`config.mk`:
```
export PLATFORM = sky130hd
export DESIGN_NAME = fir_filter_tdm
export DESIGN_NICKNAME = d
export VERILOG_FILES = /design/src/rtl/fir_pkg.sv /design/src/rtl/fir_mac.sv /design/src/rtl/fir_filter_tdm.sv
export SDC_FILE = /design/constraint.sdc
export NUM_CORES = 1
export LEC_CHECK = 0
export ABC_AREA = 1
export CELL_PAD_IN_SITES_DETAIL_PLACEMENT = 0
export CELL_PAD_IN_SITES_GLOBAL_PLACEMENT = 1
export CORE_MARGIN = 3
export CORE_UTILIZATION = 40
export DETAILED_ROUTE_END_ITERATION = 10
export HOLD_SLACK_MARGIN = 0.05
export PLACE_DENSITY_LB_ADDON = 0.25
export SLEW_MARGIN = 25
export SYNTH_ARGS = -nofsm -noshare
export SYNTH_HDL_FRONTEND = slang
export SYNTH_HIERARCHICAL = 1
export SYNTH_SLANG_ARGS = --single-unit
export TNS_END_PERCENT = 30
```
`constraint.sdc`:
```
create_clock -name clk -period 13.9 [get_ports clk]
set_input_delay 2.085 -clock clk [delete_from_list [all_inputs] [get_ports clk]]
set_output_delay 2.085 -clock clk [all_outputs]
set_load 0.1 [all_outputs]
```
`src/rtl/fir_pkg.sv`:
```
// fir_pkg: shared state encoding and arithmetic helpers for the TDM FIR filter.
// Latency: none (types and pure functions only).
// Backpressure: not applicable.
package fir_pkg;

  // Control states of the time-multiplexed filter.
  typedef enum logic [1:0] {
    ST_IDLE = 2'd0,
    ST_MAC  = 2'd1,
    ST_OUT  = 2'd2
  } fir_state_t;

  // Accumulator width that holds TAPS full-scale unsigned products without wrapping.
  function automatic int acc_width(input int data_w, input int coef_w, input int taps);
    return data_w + coef_w + $clog2(taps);
  endfunction

  // Clamp an unsigned value to the largest code representable in data_w bits.
  function automatic logic [63:0] sat_clip(input logic [63:0] val, input int data_w);
    logic [63:0] max_v;
    max_v = (64'd1 << data_w) - 64'd1;
    return (val > max_v) ? max_v : val;
  endfunction

endpackage

```
`src/rtl/fir_mac.sv`:
```
// fir_mac: registered unsigned multiply-accumulate with synchronous clear and enable.
// Latency: acc_sum (acc + x*c) is combinational; the accumulator takes it one edge after en.
// Backpressure: none; the caller sequences clear/en.
module fir_mac #(
  parameter int DATA_W = 8,
  parameter int COEF_W = 8,
  parameter int ACC_W  = 18
) (
  input  logic              clk,
  input  logic              reset,
  input  logic              clear,
  input  logic              en,
  input  logic [DATA_W-1:0] x,
  input  logic [COEF_W-1:0] c,
  output logic [ACC_W-1:0]  acc_sum
);

  localparam int PROD_W = DATA_W + COEF_W;

  logic [ACC_W-1:0]  acc;
  logic [PROD_W-1:0] prod;

  // Both operands widened to the full product width so the multiply cannot truncate.
  assign prod    = PROD_W'(x) * PROD_W'(c);
  assign acc_sum = acc + ACC_W'(prod);

  // Accumulator: clear wins over enable so every sample starts from zero.
  always_ff @(posedge clk) begin
    if (reset || clear) begin
      acc <= '0;
    end else if (en) begin
      acc <= acc_sum;
    end
  end

endmodule

```
`src/rtl/fir_filter_tdm.sv`:
```
// fir_filter_tdm: programmable unsigned FIR, one shared multiplier, TAPS MAC cycles per sample.
// Latency: sample accepted at edge N -> out_valid after edge N+TAPS; TAPS+2 cycles/sample with out_ready high.
// Backpressure: result held in OUT until out_ready; in_ready is high only in IDLE.
// Build option FIR_ROUND_EN: round half up before the output shift (default: truncate).
module fir_filter_tdm
  import fir_pkg::*;
#(
  parameter int DATA_W    = 8,
  parameter int COEF_W    = 8,
  parameter int TAPS      = 4,
  parameter int OUT_SHIFT = 8
) (
  input  logic                     clk,
  input  logic                     reset,
  input  logic                     in_valid,
  output logic                     in_ready,
  input  logic [DATA_W-1:0]        in_data,
  input  logic                     coef_we,
  input  logic [$clog2(TAPS)-1:0]  coef_addr,
  input  logic [COEF_W-1:0]        coef_data,
  output logic                     out_valid,
  input  logic                     out_ready,
  output logic [DATA_W-1:0]        out_data,
  output logic                     busy
);

  localparam int ACC_W = acc_width(DATA_W, COEF_W, TAPS);
  localparam int AW    = $clog2(TAPS);
  localparam logic [AW-1:0] K_LAST = AW'(TAPS - 1);

  fir_state_t        state;
  logic [AW-1:0]     k;
  logic [COEF_W-1:0] coef [TAPS];
  logic [DATA_W-1:0] hist [TAPS];

  logic              accept;
  logic              mac_en;
  logic [ACC_W-1:0]  acc_final;
  logic [ACC_W:0]    acc_ext;
  logic [ACC_W:0]    acc_rnd;
  logic [ACC_W:0]    acc_scaled;
  logic [DATA_W-1:0] result;

  assign accept = (state == ST_IDLE) && in_valid;
  assign mac_en = (state == ST_MAC);

  // One multiplier walks tap k each MAC cycle; hist[0] is the newest sample.
  fir_mac #(
    .DATA_W (DATA_W),
    .COEF_W (COEF_W),
    .ACC_W  (ACC_W)
  ) u_mac (
    .clk     (clk),
    .reset   (reset),
    .clear   (accept),
    .en      (mac_en),
    .x       (hist[k]),
    .c       (coef[k]),
    .acc_sum (acc_final)
  );

  // One extra bit so the rounding add cannot wrap at full scale.
  assign acc_ext = {1'b0, acc_final};

`ifdef FIR_ROUND_EN
  localparam int RND_POS = (OUT_SHIFT > 0) ? OUT_SHIFT - 1 : 0;
  localparam logic [ACC_W:0] RND_ADD = (OUT_SHIFT > 0) ? ((ACC_W+1)'(1) << RND_POS) : '0;
  assign acc_rnd = acc_ext + RND_ADD;
`else
  assign acc_rnd = acc_ext;
`endif

  assign acc_scaled = acc_rnd >> OUT_SHIFT;
  assign result     = DATA_W'(sat_clip(64'(acc_scaled), DATA_W));

  // Coefficient bank: writes land only in IDLE; out-of-range tap indices are ignored.
  always_ff @(posedge clk) begin
    if (reset) begin
      for (int i = 0; i < TAPS; i++) coef[i] <= '0;
    end else if (coef_we && (state == ST_IDLE) && (int'(coef_addr) < TAPS)) begin
      coef[coef_addr] <= coef_data;
    end
  end

  // Sample history: shifts on each accepted sample and persists across samples.
  always_ff @(posedge clk) begin
    if (reset) begin
      for (int i = 0; i < TAPS; i++) hist[i] <= '0;
    end else if (accept) begin
      hist[0] <= in_data;
      for (int i = 1; i < TAPS; i++) hist[i] <= hist[i-1];
    end
  end

  // Control FSM with registered handshake outputs; the result loads on the last MAC edge.
  always_ff @(posedge clk) begin
    if (reset) begin
      state     <= ST_IDLE;
      k         <= '0;
      in_ready  <= 1'b1;
      out_valid <= 1'b0;
      out_data  <= '0;
      busy      <= 1'b0;
    end else begin
      case (state)
        ST_IDLE: begin
          if (in_valid) begin
            state    <= ST_MAC;
            k        <= '0;
            in_ready <= 1'b0;
            busy     <= 1'b1;
          end
        end
        ST_MAC: begin
          if (k == K_LAST) begin
            state     <= ST_OUT;
            k         <= '0;
            out_valid <= 1'b1;
            out_data  <= result;
          end else begin
            k <= k + AW'(1);
          end
        end
        ST_OUT: begin
          // No accept in the handshake cycle: in_ready rises only on the next edge.
          if (out_ready) begin
            state     <= ST_IDLE;
            out_valid <= 1'b0;
            in_ready  <= 1'b1;
            busy      <= 1'b0;
          end
        end
        default: begin
          state     <= ST_IDLE;
          k         <= '0;
          in_ready  <= 1'b1;
          out_valid <= 1'b0;
          busy      <= 1'b0;
        end
      endcase
    end
  end

endmodule

```
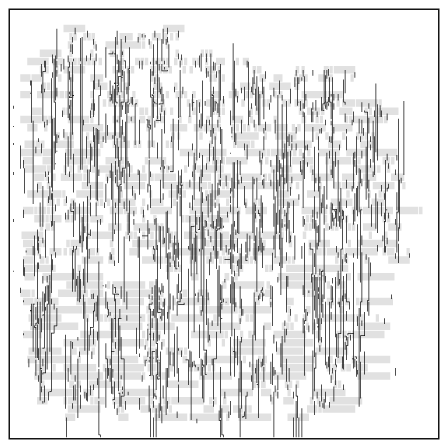
(images/m2.png)
wire length on this layer	7150 um
longest straight run	43.5 um
nets with wire on the layer	796
main direction	vertical
share of all routed wire	46%

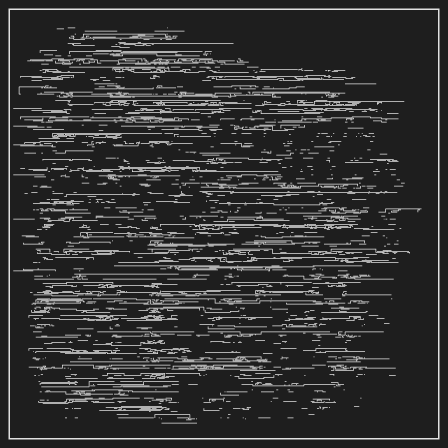
(images/m1.png)
longest straight run	54.7 um
main direction	horizontal
nets with wire on the layer	991

==> results.txt <==
yosys + openroad results -> status finished, final reports clean, Mapped Nets roughly 1000, hold depth 2, final hold viol count 0, slew of the pin with the lowest slew margin 1.02 ns, startpoint types flop, GR Util met2 0.273, Complex Gates by Area 0.0786, Synth area leader edfxtp_1, layout cells sized above 1 0.0541, WP depth 23, critical path's slowest cell o21ai_0, Hold Slack 0.452 ns, crit path buf inv count 5, Worst Path Arrival roughly 6.5 ns, Max-slew headroom 0.311, antenna violations before repair 0, tool warnings 26, first-pass GRT wire length 26.7 mm, GR met3 Demand/Resource 0.0295, CP Capture Type flop, critical path's top delay family adder cells, Post-Place Cells 1133, unrepaired setup endpoints after global routing no, I/O pin count 34, wire per inst 13.6 um, root buffer cell clkbuf_16, routed vias/inst 4.63, Synth Register Bits around 99, crit-path max cell delay between 0.8 and 0.9 ns, Tot Pwr 1060 uW, synthesized area per cell about 8.0 um2, Crit Reg-Reg Endpoint out_data[2], reg2reg setup slack roughly 7.6 ns, Area Overhead vs Synth 10.4%, yosys simple share 0.193, Max-area cell share 0.265, Gates resized, CTS repair 0, GR Overflow Total 0, n_diodes 0, Setup Skew a little under 0.008 ns, nets 1033, setup TNS 0 ns, Placer Congestion 0.786, Max Fclk approximately 0.16 GHz, Std-Cell Rows 48, hold path startpoint busy, WS Path Type flop to flop, most frequent CP cell nand2_1, hold buffers post-CTS 0, CTS tree done, VDD IR max 0.0782 mV, Hold Crit Class flop to flop, cell leakage power between 0.004 and 0.005 uW, count of pins over their slew limit 0, Design Area, Final roughly 8000 um2, CTS buffer count 9, Setup Viol. Count Final 0, Top cells excl fill/tap inv_1 (233), nand2_1 (178), nor2_1 (93), adder-cell share of the synthesized area 0.209, Die Y 141 um, flip-flops with a built-in enable 64, Residual DRC 0, Synth Instances roughly 900, dpl hpwl around 12 mm, FF-to-FF path depth 23, Max-cap violations 0, CP cell instances inv_2 -> o21ai_0 -> o21ai_0 -> nand2_1 -> fa_1 -> fa_1 -> inv_1 -> fa_1 -> inv_1 -> fa_1 -> inv_1 -> ha_1 -> nand2_1 -> nand2_1 -> inv_1 -> nand3_2 -> nand2_1 -> nand2_1 -> nand2_1 -> nand2_1 -> or2_2 -> o21ai_0 -> a21oi_1, Top FF cell, synth edfxtp_1, DIE WIDTH between 100 and 150 um, yosys warning tally 6
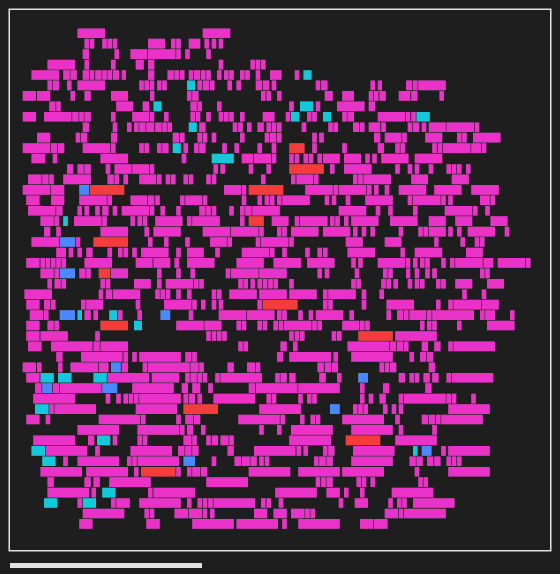
(images/sizing.png)
The bar under the picture is 50 um long.
colour	size	cells	share
cyan	x2	25	2.7%
magenta	x1 and smaller	874	95%
blue	x3 and x4	12	1.3%
red	x6 and larger	13	1.4%

## layer usage
metal  wire length [um]  vias to the layer above  part of all wire
met3                449                       10             0.029
met1               7850                     2494              0.50
li1                   -                     2754                 -
met4                140                        0            0.0090
met2               7150                       65              0.46
met5                  0                        -                 0
## cell type report
cell class                      instances  area, um2
Tap cell                              225        282
Multi-Input combinational cell        533       3560
Inverter                              238        893
Clock inverter                          6       55.1
Sequential cell                        99       2620
Timing Repair Buffer                   38        368
Fill cell                            1778       9520
Clock buffer                           10        229
## registers in the layout (all words and copies together) (netlist names), named ones only
signal     cells
coef          32
hist          32
u_mac/acc     18
out_data       8
k              2
state          2
busy           1
in_ready       1
out_valid      1
## where the power goes
group,switching [uW],total [uW],internal (uW),leakage [uW]
registers,9.48,342,333,0.000968
logic,306,468,162,0.00304
clock network,125,250,125,0.000133
Power is estimated from default activity; no workload was simulated.
